==> config.mk <==
export PLATFORM = sky130hd
export DESIGN_NAME = linebuffer_ctrl_flat
export DESIGN_NICKNAME = d
export VERILOG_FILES = /design/src/rtl/linebuffer_ctrl_pkg.sv /design/src/rtl/linebuffer_ctrl_if.sv /design/src/rtl/linebuffer_ctrl_counter.sv /design/src/rtl/linebuffer_ctrl.sv /design/src/flat_wrapper.sv
export SDC_FILE = /design/constraint.sdc
export NUM_CORES = 1
export LEC_CHECK = 0
export ABC_AREA = 1
export CAP_MARGIN = 5
export CORE_AREA = 2 2 48 50
export DETAILED_ROUTE_END_ITERATION = 8
export DIE_AREA = 0 0 50 52
export PLACE_DENSITY = 0.79
export SYNTH_ARGS = -nofsm -noshare
export SYNTH_HDL_FRONTEND = slang
export SYNTH_SLANG_ARGS = --single-unit
==> constraint.sdc <==
create_clock -name clk -period 1.19 [get_ports clk]
set_input_delay 0.119 -clock clk [delete_from_list [all_inputs] [get_ports clk]]
set_output_delay 0.119 -clock clk [all_outputs]
set_load 0.01 [all_outputs]
### Clock wires, drivers and flops

Bar = 20 um.
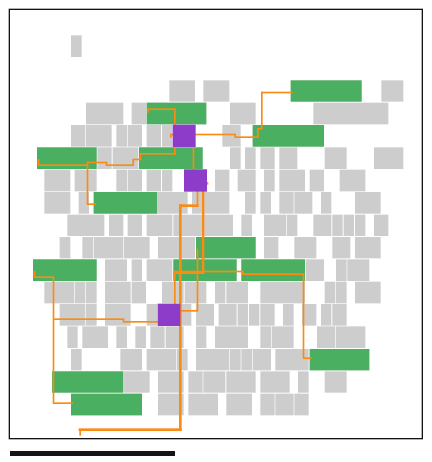
legend:
  green:
    item: flip-flops
    count: 13
  purple:
    item: cells driving clock nets
    count: 3
  orange:
    item: clock wires
    length: 200 um
flops lie: spread over the die
routed clock nets: 4
clock-net power: 277 uW
clock latency at the later pin of the worst-skew pair: 0.28 ns
Worst Skew: 0.00466 ns
Clock Power Share: 0.321

### Clock nets

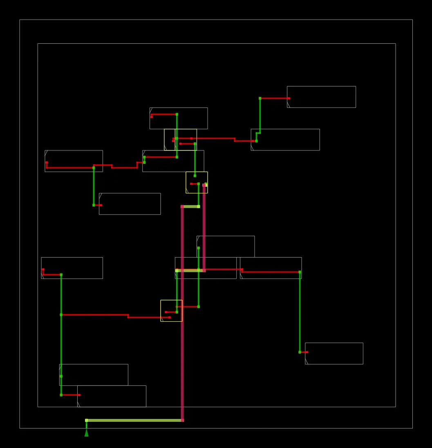
number of CTS-inserted buffers: 3
number of clock sinks: 13

### Sequential cells grouped by signal name

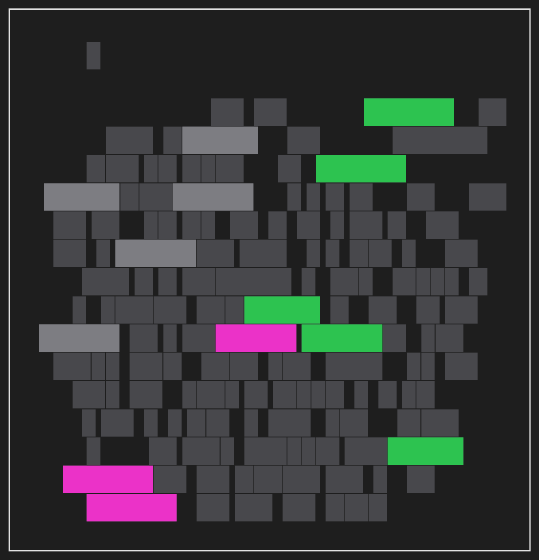
legend:
  magenta:
    signal: `u_core.state_dbg`
    placed_flops: 3
  green:
    signal: `u_core.u_col_cnt.cnt_o`
    placed_flops: 5
not coloured: 5
end-of-flow core utilization: 0.588
flip-flop and latch power: 435 uW

### Logic cells by family

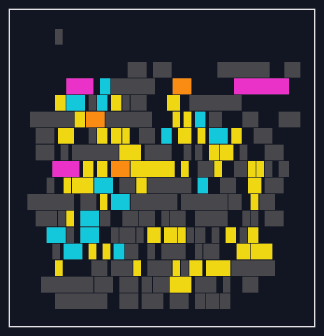
legend:
  cyan:
    family: inverting AOI/OAI gates
    cells: 14
  magenta:
    family: adder and majority cells
    cells: 3
  orange:
    family: XOR/XNOR gates
    cells: 3
  yellow:
    family: NAND gates
    cells: 45
post-route insts no fill: 180
Top cell excl fill/tap: nand2_1
fraction of area in multi-input gates: 0.417

==> run summary <==
Implementation numbers.

- The run finished, with violations left.
- The final reports fail on negative setup slack.
- The cell sitting at the root of the clock tree is a clkbuf_4.
- For this block, the initial DRC count from the detailed router was 22.
- The final routed wire length divided by cell count is 12.4 um.
- The first-pass iteration count of the detailed router reads 4.
- The worst vdd rail ir drop is 433 uV.
- The OpenROAD report gives the critical path a required time of 1.07 ns.
- The report lists the number of standard-cell rows as 17.
- For this run, global-route usage on met3 was measured as 0.0345.
- Global routing put the most usage on met2.
- The xor-xnor portion of the synthesized cell area is 0.0339.
- The total area inside the core boundary comes to 2110 um2.
- The top cell type by total area after synthesis is dfxtp_1.
- The portion of the post-synthesis area used by sequential elements reads 0.336.
- In the final report, the number of hold violations comes to 0.
- The critical path start-end classification reads reg -> out.
- Yosys reports that the most numerous cell types are nand2_1 (24), inv_1 (14), nand3_1 (14).
- From the final report, the count of setup violators was given as 11.
- The yosys-reported design area after synthesis is 774 um2.
- The fraction of the core area occupied by cells at floorplan reads 0.368.
- The final worst slack reads -0.191 ns.
- The slowest stage of the critical path is the dfxtp_2 cell.
- The worst setup path is captured at a primary output.
- The post-detailed-route DRC marker count is 0.
- The synthesized instance count reads 113.
- Per the run summary, max-cap violations total 0.
- The wire length of the first global-routing pass is 3.53 mm.
- A synthesized cell averages 6.85 um2.
- The fraction of synthesis flops using an asynchronous set or reset pin is 0.
- Per the Yosys statistics, synthesis produced between 100 and 150 cells.
- The count of buffers from port buffering is 22.
- The main logic family after synthesis reads simple AND/OR/NAND/NOR gates.
- The number of H-tree branching levels reads 1.
- In the post-synthesis netlist, the biggest area contributors are dfxtp_1 (34%), nand2_1 (12%), nand3_1 (9.0%).
- The final timing summary puts the cycle share of the worst path at 1.16.
- In this run, the synthesized area fraction spent on adder and majority cells is recorded as 0.0485.
- The total overflow reported by the global router reads 0.
- The mean number of vias per cell reads between 4 and 5.
- The proportion of synthesized area in mux cells reads 0.
- Warnings raised by the tools during the run amount to 29.
- Logic depth along the worst register-to-register path is recorded as 9.
- Subtracting the final worst setup slack from the clock period gives 1.38 ns.
- In this run the count of I/O pins placed on the die edge is 24.
- The reg2reg setup slack is -0.04 ns.
- The initial antenna violation count reads 0.
- STA classifies the critical path startpoint as a register.
- The chip occupies 2600 um2.
- The post-CTS hold buffer count recorded in the log is 0.
- The y dimension of the die is 52 um.
- For this run, the slowest stage of the critical path takes 0.33 ns.
- Looking at the worst setup and hold paths, the clock pins of their registers show a slew of approximately 0.08 ns.
- After layout, the design draws a total of 864 uW.
- The die is 50 um wide.
- The cell that appears most often on the critical path is inv_2.
- The buffer depth of the longest clock path is 2.
- Of the total synthesized cell area, the portion taken by AND, OR, NAND and NOR gates is 0.370.
-- where the power goes --
| part | internal (uW) | leakage (uW) | switching [uW] |
|---|---|---|---|
| sequential | 432 | 0.000111 | 3.39 |
| combinational | 67.6 | 0.000460 | 84.4 |
| clock | 130 | 0.0000150 | 147 |
-- critical path: cells and delay by family (launching register included) --
| kind | cells | cell delay (ns) |
|---|---|---|
| buf+inv | 4 | 0.37 |
| flops | 1 | 0.33 |
| simple gates | 3 | 0.28 |
-- timing repair --
| action | CTS | global route |
|---|---|---|
| pin swaps | 2 | 2 |
| gates cloned | 0 | 0 |
| gates resized | 54 | 19 |
| setup buffers | 0 | 2 |
| setup endpoints to repair | 31 | 19 |
-- cells in the final DEF, fill, tap and decap left out, drive strengths merged, types with 2 or more instances in the layout --
master         instances
nand2                 26
buf                   21
nand3                 16
inv                   16
a21oi                 13
dfxtp                 13
dlygate4sd2           12
nor2                  12
clkbuf                 4
clkdlybuf4s50          3
ha                     3
nand4                  2
xor2                   2
nor3                   2
-- final cells by class --
class	instances	area, um2
multi-input cells	81	515
clock buffers	4	26.3
repair buffers	38	314
well taps	28	35.0
flip-flops and latches	13	282
fillers	194	868
inverters	16	65.1
-- per-stage QoR --
stage | hold slack [ns] | utilization | setup TNS (ns) | worst slack (ns) | cells
global placement | 0.504 | 0.540 | -4.14 | -0.461 | 175
detailed placement | 0.510 | 0.540 | -5.24 | -0.537 | 175
global route | 0.527 | 0.588 | -1.96 | -0.252 | 180
CTS | 0.512 | 0.559 | -0.694 | -0.203 | 179
finish | 0.508 | 0.588 | -0.913 | -0.191 | 180
floorplan | 0.325 | - | 0 | 0.00132 | 113
-- layer usage --
metal / share of wire / routed length, um
met1: 0.41 / 920
met2: 0.54 / 1210
met3: 0.028 / 63
met4: 0.017 / 38
met5: 0 / 0
Power and IR drop assume default switching activity.
